$ cat config.mk
export PLATFORM = sky130hd
export DESIGN_NAME = pdu_imem_fetch
export DESIGN_NICKNAME = d
export VERILOG_FILES = /design/src/rtl/pdu_imem_fetch_pkg.sv /design/src/rtl/pdu_fetch_fifo.sv /design/src/rtl/pdu_imem_fetch.sv
export SDC_FILE = /design/constraint.sdc
export NUM_CORES = 1
export LEC_CHECK = 0
export CAP_MARGIN = 25
export CORE_MARGIN = 1.5
export CORE_UTILIZATION = 43
export CTS_CLUSTER_DIAMETER = 80
export DETAILED_ROUTE_END_ITERATION = 16
export PLACE_DENSITY = 0.8
export SLEW_MARGIN = 20
export SYNTH_ARGS = -nofsm -noshare
export SYNTH_HDL_FRONTEND = slang
export SYNTH_HIERARCHICAL = 1
export SYNTH_SLANG_ARGS = --single-unit
$ cat constraint.sdc
create_clock -name sys_clk -period 7.9 [get_ports sys_clk]
set_clock_uncertainty 0.15 [all_clocks]
set_input_delay 1.185 -clock sys_clk [delete_from_list [all_inputs] [get_ports sys_clk]]
set_output_delay 1.185 -clock sys_clk [all_outputs]
set_load 0.05 [all_outputs]
$ cat src/rtl/pdu_imem_fetch_pkg.sv
// Shared definitions for the PDU instruction-memory fetch engine.
package pdu_imem_fetch_pkg;

  localparam int PDU_FETCH_FIFO_DEPTH = 2;
  localparam int PDU_WORD_W           = 32;

  typedef enum logic {
    PDU_FETCH_IDLE = 1'b0,
    PDU_FETCH_RUN  = 1'b1
  } pdu_fetch_state_e;

endpackage

$ cat src/rtl/pdu_fetch_fifo.sv
// Two-entry synchronous skid FIFO holding {command word, word address}.
// Flush takes precedence over push and pop in the same cycle.
module pdu_fetch_fifo
  import pdu_imem_fetch_pkg::*;
#(
  parameter int unsigned W = 44
) (
  input  logic         clk,
  input  logic         rst,
  input  logic         push,
  input  logic [W-1:0] push_data,
  input  logic         pop,
  input  logic         flush,
  output logic [1:0]   count,
  output logic [W-1:0] head
);

  logic [W-1:0] mem_q [2];
  logic [W-1:0] mem_d [2];
  logic         wr_ptr_q, wr_ptr_d;
  logic         rd_ptr_q, rd_ptr_d;
  logic [1:0]   count_q, count_d;
  logic         do_pop;

  assign do_pop = pop && (count_q != 2'd0);
  assign count  = count_q;
  assign head   = mem_q[rd_ptr_q];

  // Next-state for storage, pointers and occupancy.
  always_comb begin
    mem_d    = mem_q;
    wr_ptr_d = wr_ptr_q;
    rd_ptr_d = rd_ptr_q;
    count_d  = count_q;
    if (flush) begin
      wr_ptr_d = 1'b0;
      rd_ptr_d = 1'b0;
      count_d  = 2'd0;
    end else begin
      if (push) begin
        mem_d[wr_ptr_q] = push_data;
        wr_ptr_d        = ~wr_ptr_q;
      end
      if (do_pop) begin
        rd_ptr_d = ~rd_ptr_q;
      end
      case ({push, do_pop})
        2'b10:   count_d = count_q + 2'd1;
        2'b01:   count_d = count_q - 2'd1;
        default: count_d = count_q;
      endcase
    end
  end

  // Storage is cleared on reset so the head reads zero out of reset.
  always_ff @(posedge clk) begin
    if (rst) begin
      mem_q[0] <= '0;
      mem_q[1] <= '0;
      wr_ptr_q <= 1'b0;
      rd_ptr_q <= 1'b0;
      count_q  <= 2'd0;
    end else begin
      mem_q    <= mem_d;
      wr_ptr_q <= wr_ptr_d;
      rd_ptr_q <= rd_ptr_d;
      count_q  <= count_d;
    end
  end

  // The upstream credit rule must never let a word land in a full FIFO.
  assert property (@(posedge clk) disable iff (rst)
    !(push && !flush && (count_q == 2'(PDU_FETCH_FIFO_DEPTH))));

endmodule

$ cat src/rtl/pdu_imem_fetch.sv
// Sequential IMEM fetch engine: drives the read address, absorbs the one-cycle
// read latency and streams {word, address} through a 2-entry skid FIFO.
module pdu_imem_fetch
  import pdu_imem_fetch_pkg::*;
#(
  parameter int unsigned      DEPTH    = 12,
  parameter logic [DEPTH-1:0] RESET_PC = '0
) (
  input  logic                  sys_clk,
  input  logic                  sys_rst,
  input  logic                  start,
  input  logic                  halt,
  input  logic                  redirect_valid,
  input  logic [DEPTH-1:0]      redirect_addr,
  output logic [DEPTH-1:0]      imem_addr,
  input  logic [PDU_WORD_W-1:0] imem_data,
  output logic                  inst_valid,
  input  logic                  inst_ready,
  output logic [PDU_WORD_W-1:0] inst_data,
  output logic [DEPTH-1:0]      inst_addr,
  output logic                  busy
);

  localparam int unsigned ENTRY_W = PDU_WORD_W + DEPTH;

  pdu_fetch_state_e   state_q, state_d;
  logic [DEPTH-1:0]   pc_q, pc_d;
  logic [DEPTH-1:0]   pend_addr_q, pend_addr_d;
  logic               pend_q, pend_d;
  logic               issue;
  logic               pop;
  logic [1:0]         fifo_count;
  logic [ENTRY_W-1:0] fifo_head;
  logic [2:0]         credit_sum;

  assign imem_addr  = pc_q;
  assign inst_valid = (fifo_count != 2'd0);
  assign pop        = inst_valid & inst_ready;
  assign inst_data  = fifo_head[ENTRY_W-1:DEPTH];
  assign inst_addr  = fifo_head[DEPTH-1:0];
  assign busy       = (state_q == PDU_FETCH_RUN) | pend_q | inst_valid;

  // Words buffered plus in flight, minus the one leaving this cycle.
  assign credit_sum = {1'b0, fifo_count} + {2'b00, pend_q} - {2'b00, pop};

  // FSM state register.
  always_ff @(posedge sys_clk) begin
    if (sys_rst) state_q <= PDU_FETCH_IDLE;
    else         state_q <= state_d;
  end

  // FSM next state: redirect keeps the state unless halt rides along with it.
  always_comb begin
    state_d = state_q;
    if (redirect_valid) begin
      if (halt) state_d = PDU_FETCH_IDLE;
    end else if (halt) begin
      state_d = PDU_FETCH_IDLE;
    end else if (start) begin
      state_d = PDU_FETCH_RUN;
    end
  end

  // FSM output: issue only while running, never on a redirect, within credit.
  always_comb begin
    issue = (state_q == PDU_FETCH_RUN) && !redirect_valid &&
            (credit_sum < 3'(PDU_FETCH_FIFO_DEPTH));
  end

  // pc and in-flight tracking; a redirect discards the word currently landing.
  always_comb begin
    pc_d        = pc_q;
    pend_d      = 1'b0;
    pend_addr_d = pend_addr_q;
    if (redirect_valid) begin
      pc_d = redirect_addr;
    end else if (issue) begin
      pend_d      = 1'b1;
      pend_addr_d = pc_q;
      pc_d        = pc_q + DEPTH'(1);
    end
  end

  // pc / pend registers.
  always_ff @(posedge sys_clk) begin
    if (sys_rst) begin
      pc_q        <= RESET_PC;
      pend_q      <= 1'b0;
      pend_addr_q <= '0;
    end else begin
      pc_q        <= pc_d;
      pend_q      <= pend_d;
      pend_addr_q <= pend_addr_d;
    end
  end

  pdu_fetch_fifo #(
    .W (ENTRY_W)
  ) u_fifo (
    .clk       (sys_clk),
    .rst       (sys_rst),
    .push      (pend_q),
    .push_data ({imem_data, pend_addr_q}),
    .pop       (pop),
    .flush     (redirect_valid),
    .count     (fifo_count),
    .head      (fifo_head)
  );

endmodule

Fig. 1: run 1, the clock network
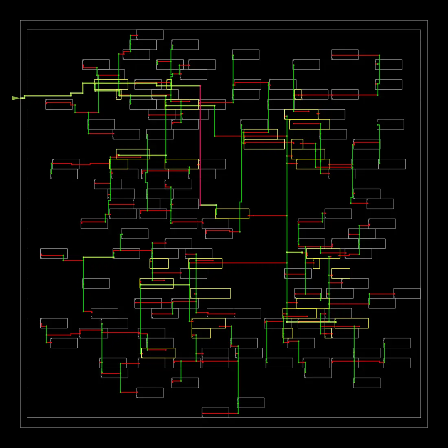
flop count: 118
cts bufs inserted: 17

Fig. 2: run 1, drive-strength map
Scale bar: 20 µm.
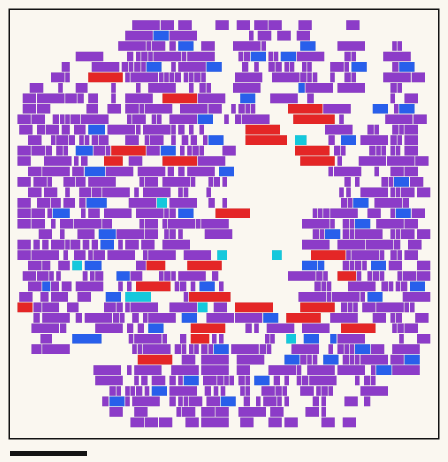
size	color	cells	share
x6 and larger	red	26	3.8%
x3 and x4	cyan	8	1.2%
x2	blue	58	8.4%
x1 and smaller	purple	595	87%
Buffers, non-clock: 113
slack of the critical path: 4.05 ns
post-layout instance area: 6720 µm²

Fig. 3: run 1, zoomed window
Region (69, 13) to (99, 43) µm. Cells in gray, sequential cells in the stronger gray; small squares are vias.
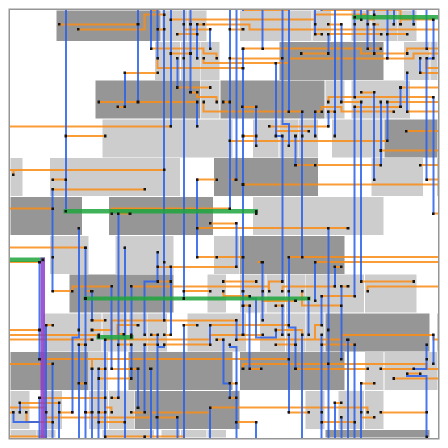
layer	color
M2	blue
M1	orange
M4	purple
M3	green
most frequent	nand2_1 (23), dfxtp_1 (15), a21oi_1 (11)
netlist names of flops here include	u_fifo/mem_q (15)
sequential cells in the window	15
cells with their middle in the window	64

==> reports/metrics.yaml, run 1 <==
critical_path:
  path_buffers: 2
  worst-r2r-cell-count: 11
  cp-start-kind: "register"
  arrival_ns: 2.51
  critPathCapture: "inst_data[13]"
run_status:
  run_status: "finished, final reports clean"
synthesis:
  fp_nets: 637
  top_area_cell: "dfxtp_1"
  mux_area_share_pct: 12.2
  synthDistinctLibCells: 40
  synth.logic.top_family: "simple AND/OR/NAND/NOR gates"
  adder_share_pct: 1.14
  synthFlopType: "dfxtp_1"
  synthTopCellsByCount: "nand2_1 (181), dfxtp_1 (118), a21oi_1 (90)"
layout:
  mi_logic_area_um2: 2410
  largestClassByArea: "logic gates"
  final_nets: 729
  regMostFlops: "u_fifo/mem_q"
clocking:
  post-cts-setup-buffer-count: 0
  htree_levels: 4
power:
  vdd_ir_drop_max_mv: 0.105
  top_power_group: "clock"
timing:
  setup-tns-final_ns: 0
  relSlewSlack_pct: 37.0
  worst_slew_pin_slew_ns: 0.943
floorplan:
  num_rows: 39
grt:
  met2_usage_pct: 33.6
  busiest_layer: "met2"
  grtUsageMet1_pct: 24.8
  grt_pass1_vias: 4486
  use_met3_pct: 5.72
detailed_routing:
  drt_iter0_drc: 271
  top_layer_used: "met4"
  ant_nets: 0
hold_path:
  hold-path-cell-count: 2
  min_from: "u_fifo/mem_q[85]"
placement:
  dp_hpwl_mm: 7.54
Fig. 4: run 1, clock network drawn from the DEF
Scale bar: 20 µm.
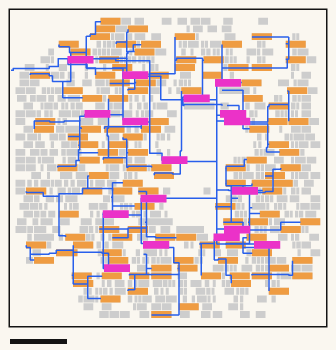

## Run 2: what changed since run 1
--- a/config.mk
+++ b/config.mk
@@ -10,7 +10,7 @@
 export CORE_UTILIZATION = 43
 export CTS_CLUSTER_DIAMETER = 80
 export DETAILED_ROUTE_END_ITERATION = 16
-export PLACE_DENSITY = 0.8
+export PLACE_DENSITY = 0.83
 export SLEW_MARGIN = 20
 export SYNTH_ARGS = -nofsm -noshare
 export SYNTH_HDL_FRONTEND = slang
==> constraint.sdc (replaced) <==
create_clock -name sys_clk -period 3.4 [get_ports sys_clk]
set_clock_uncertainty 0.15 [all_clocks]
set_input_delay 0.51 -clock sys_clk [delete_from_list [all_inputs] [get_ports sys_clk]]
set_output_delay 0.51 -clock sys_clk [all_outputs]
set_load 0.05 [all_outputs]
Fig. 5: run 2, clock network drawn from the DEF
Scale bar: 20 µm.
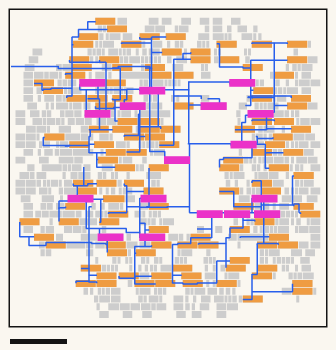
[clock wires] blue | length: 1440 µm
[flip-flops] orange | count: 118
[clock-net drivers] magenta | count: 17
flops lie	widely spread
Clk power: 1.81 mW
Clk network pwr share: 52.7%
Late-Pin Clk Latency: 0.39 ns

==> reports/metrics.yaml, run 2 <==
floorplan:
  dieArea_um2: 12400
  num_rows: 39  # unchanged
  pin_count: 108
  tapCellCount: 143
grt:
  use_met3_pct: 6.04  # +0.33 points
  grt_pass1_vias: 4517  # +0.69%
  busiest_layer: "met2"
  grtUsageMet1_pct: 24.9  # +0.15 points
  met2_usage_pct: 36.3  # +2.7 points
  grtUsageTotal_pct: 20.9
hold_path:
  min_from: "u_fifo/mem_q[68]"
  hold-path-cell-count: 2  # unchanged
detailed_routing:
  met1Wirelength_mm: 5.59
  drt_iter0_drc: 287  # +5.9%
  top_layer_used: "met4"
  ant_nets: 0  # unchanged
critical_path:
  worst-r2r-cell-count: 10  # -1
  path_buffers: 2  # unchanged
  critPathCapture: "inst_data[7]"
  cp-start-kind: "register"
  arrival_ns: 2.48  # -0.03 ns
timing:
  setup-tns-final_ns: 0  # unchanged
  worst_slew_pin_slew_ns: 0.745  # -0.198 ns
  holdWs_ns: 0.299
  fin_ws_ns: 0.257  # -3.79 ns
  relSlewSlack_pct: 50.3  # +13 points
layout:
  largestClassByArea: "logic gates"
  logic_gates: 420
  signal_buffers: 117  # +3.5%
  regMostFlops: "u_fifo/mem_q"
  fin_area_um2: 6730  # +0.19%
  seq_cell_count: 118  # unchanged
  syn2layout_area_growth_pct: 33.3
  mi_logic_area_um2: 2410  # unchanged
  final_nets: 733  # +0.55%
synthesis:
  adder_share_pct: 1.14  # unchanged
  fp_nets: 637  # unchanged
  postSynthAreaPerCell_um2: 8.66
  synth.logic.top_family: "simple AND/OR/NAND/NOR gates"
  mux_area_share_pct: 12.2  # unchanged
  synthDistinctLibCells: 40  # unchanged
  top_area_cell: "dfxtp_1"
  most_common_cell: "nand2_1"
  synthFlopType: "dfxtp_1"
  synthTopCellsByCount: "nand2_1 (181), dfxtp_1 (118), a21oi_1 (90)"
placement:
  dp_hpwl_mm: 7.88  # +4.5%
  io_buffers: 107
power:
  vdd_ir_drop_max_mv: 0.357  # +240%
  seq_cell_power_mw: 1.42
  power_frac_comb_pct: 5.9
  top_power_group: "clock"
  p_seq_share_pct: 41.4
clocking:
  htree_levels: 4  # unchanged
  post-cts-setup-buffer-count: 0  # unchanged
  numCtsBuffers: 17  # unchanged
run_status:
  run_status: "finished, final reports clean"
Fig. 6: run 2, drive-strength map
Scale bar: 20 µm.
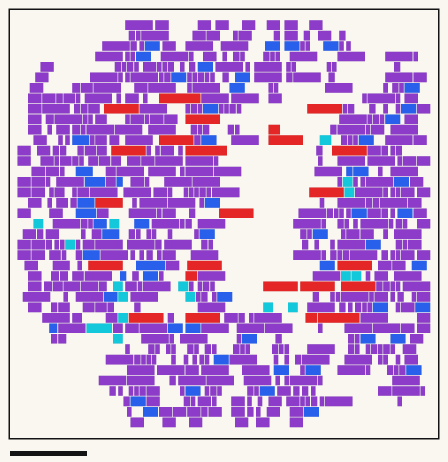

## Run 3: what changed since run 2
--- a/config.mk
+++ b/config.mk
@@ -10,7 +10,7 @@
 export CORE_UTILIZATION = 43
 export CTS_CLUSTER_DIAMETER = 80
 export DETAILED_ROUTE_END_ITERATION = 16
-export PLACE_DENSITY = 0.83
+export PLACE_DENSITY = 0.8
 export SLEW_MARGIN = 20
 export SYNTH_ARGS = -nofsm -noshare
 export SYNTH_HDL_FRONTEND = slang
==> constraint.sdc (replaced) <==
create_clock -name sys_clk -period 3.9 [get_ports sys_clk]
set_clock_uncertainty 0.15 [all_clocks]
set_input_delay 0.585 -clock sys_clk [delete_from_list [all_inputs] [get_ports sys_clk]]
set_output_delay 0.585 -clock sys_clk [all_outputs]
set_load 0.05 [all_outputs]
Fig. 7: run 3, drive-strength map
Scale bar: 20 µm.
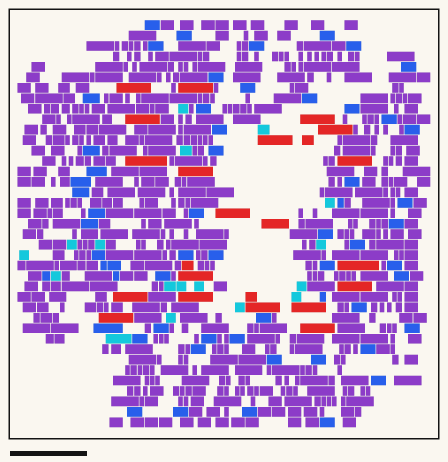
size	color	cells	share
x3 and x4	cyan	17	2.5%
x2	blue	59	8.5%
x1 and smaller	purple	593	86%
x6 and larger	red	23	3.3%
Layout area overhead: 32.9%
slack of the critical path: 0.622 ns
post-layout instance area: 6710 µm²

==> reports/metrics.yaml, run 3 <==
detailed_routing:
  ant_nets: 0  # unchanged
  drt_iter0_drc: 360  # +25%
  met1Wirelength_mm: 5.51  # -1.3%
  top_layer_used: "met4"
timing:
  setup-tns-final_ns: 0  # unchanged
  worst_slew_pin_slew_ns: 0.935  # +0.190 ns
  holdWs_ns: 0.302  # +0.00304 ns
  relSlewSlack_pct: 37.7  # -13 points
floorplan:
  tapCellCount: 143  # unchanged
  dieArea_um2: 12400  # unchanged
  pin_count: 108  # unchanged
critical_path:
  path_buffers: 2  # unchanged
  cp-start-kind: "register"
  worst-r2r-cell-count: 11  # +1
  critPathCapture: "inst_addr[3]"
  arrival_ns: 2.54  # +0.06 ns
power:
  power_frac_comb_pct: 6.1  # +0.2 points
  powerClk_mw: 1.50  # -17%
  top_power_group: "clock"
  vdd_ir_drop_max_mv: 0.260  # -27%
  seq_cell_power_mw: 1.24  # -10%
  pwr-share-clk_pct: 51.5  # -1.2 points
synthesis:
  synthDistinctLibCells: 40  # unchanged
  fp_nets: 637  # unchanged
  postSynthAreaPerCell_um2: 8.66  # unchanged
  synthFlopType: "dfxtp_1"
  most_common_cell: "nand2_1"
  top_area_cell: "dfxtp_1"
  adder_share_pct: 1.14  # unchanged
  synthTopCellsByCount: "nand2_1 (181), dfxtp_1 (118), a21oi_1 (90)"
  mux_area_share_pct: 12.2  # unchanged
hold_path:
  hold-path-cell-count: 2  # unchanged
  min_from: "u_fifo/mem_q[27]"
layout:
  regMostFlops: "u_fifo/mem_q"
  largestClassByArea: "logic gates"
  signal_buffers: 117  # unchanged
grt:
  use_met3_pct: 5.72  # -0.33 points
  busiest_layer: "met2"
  grtUsageMet1_pct: 25.3  # +0.39 points
  grtUsageTotal_pct: 20.7  # -0.17 points
clocking:
  numCtsBuffers: 17  # unchanged
placement:
  dp_hpwl_mm: 8.09  # +2.8%
  io_buffers: 107  # unchanged
run_status:
  run_status: "finished, final reports clean"
Power is estimated from default activity; no workload was simulated.
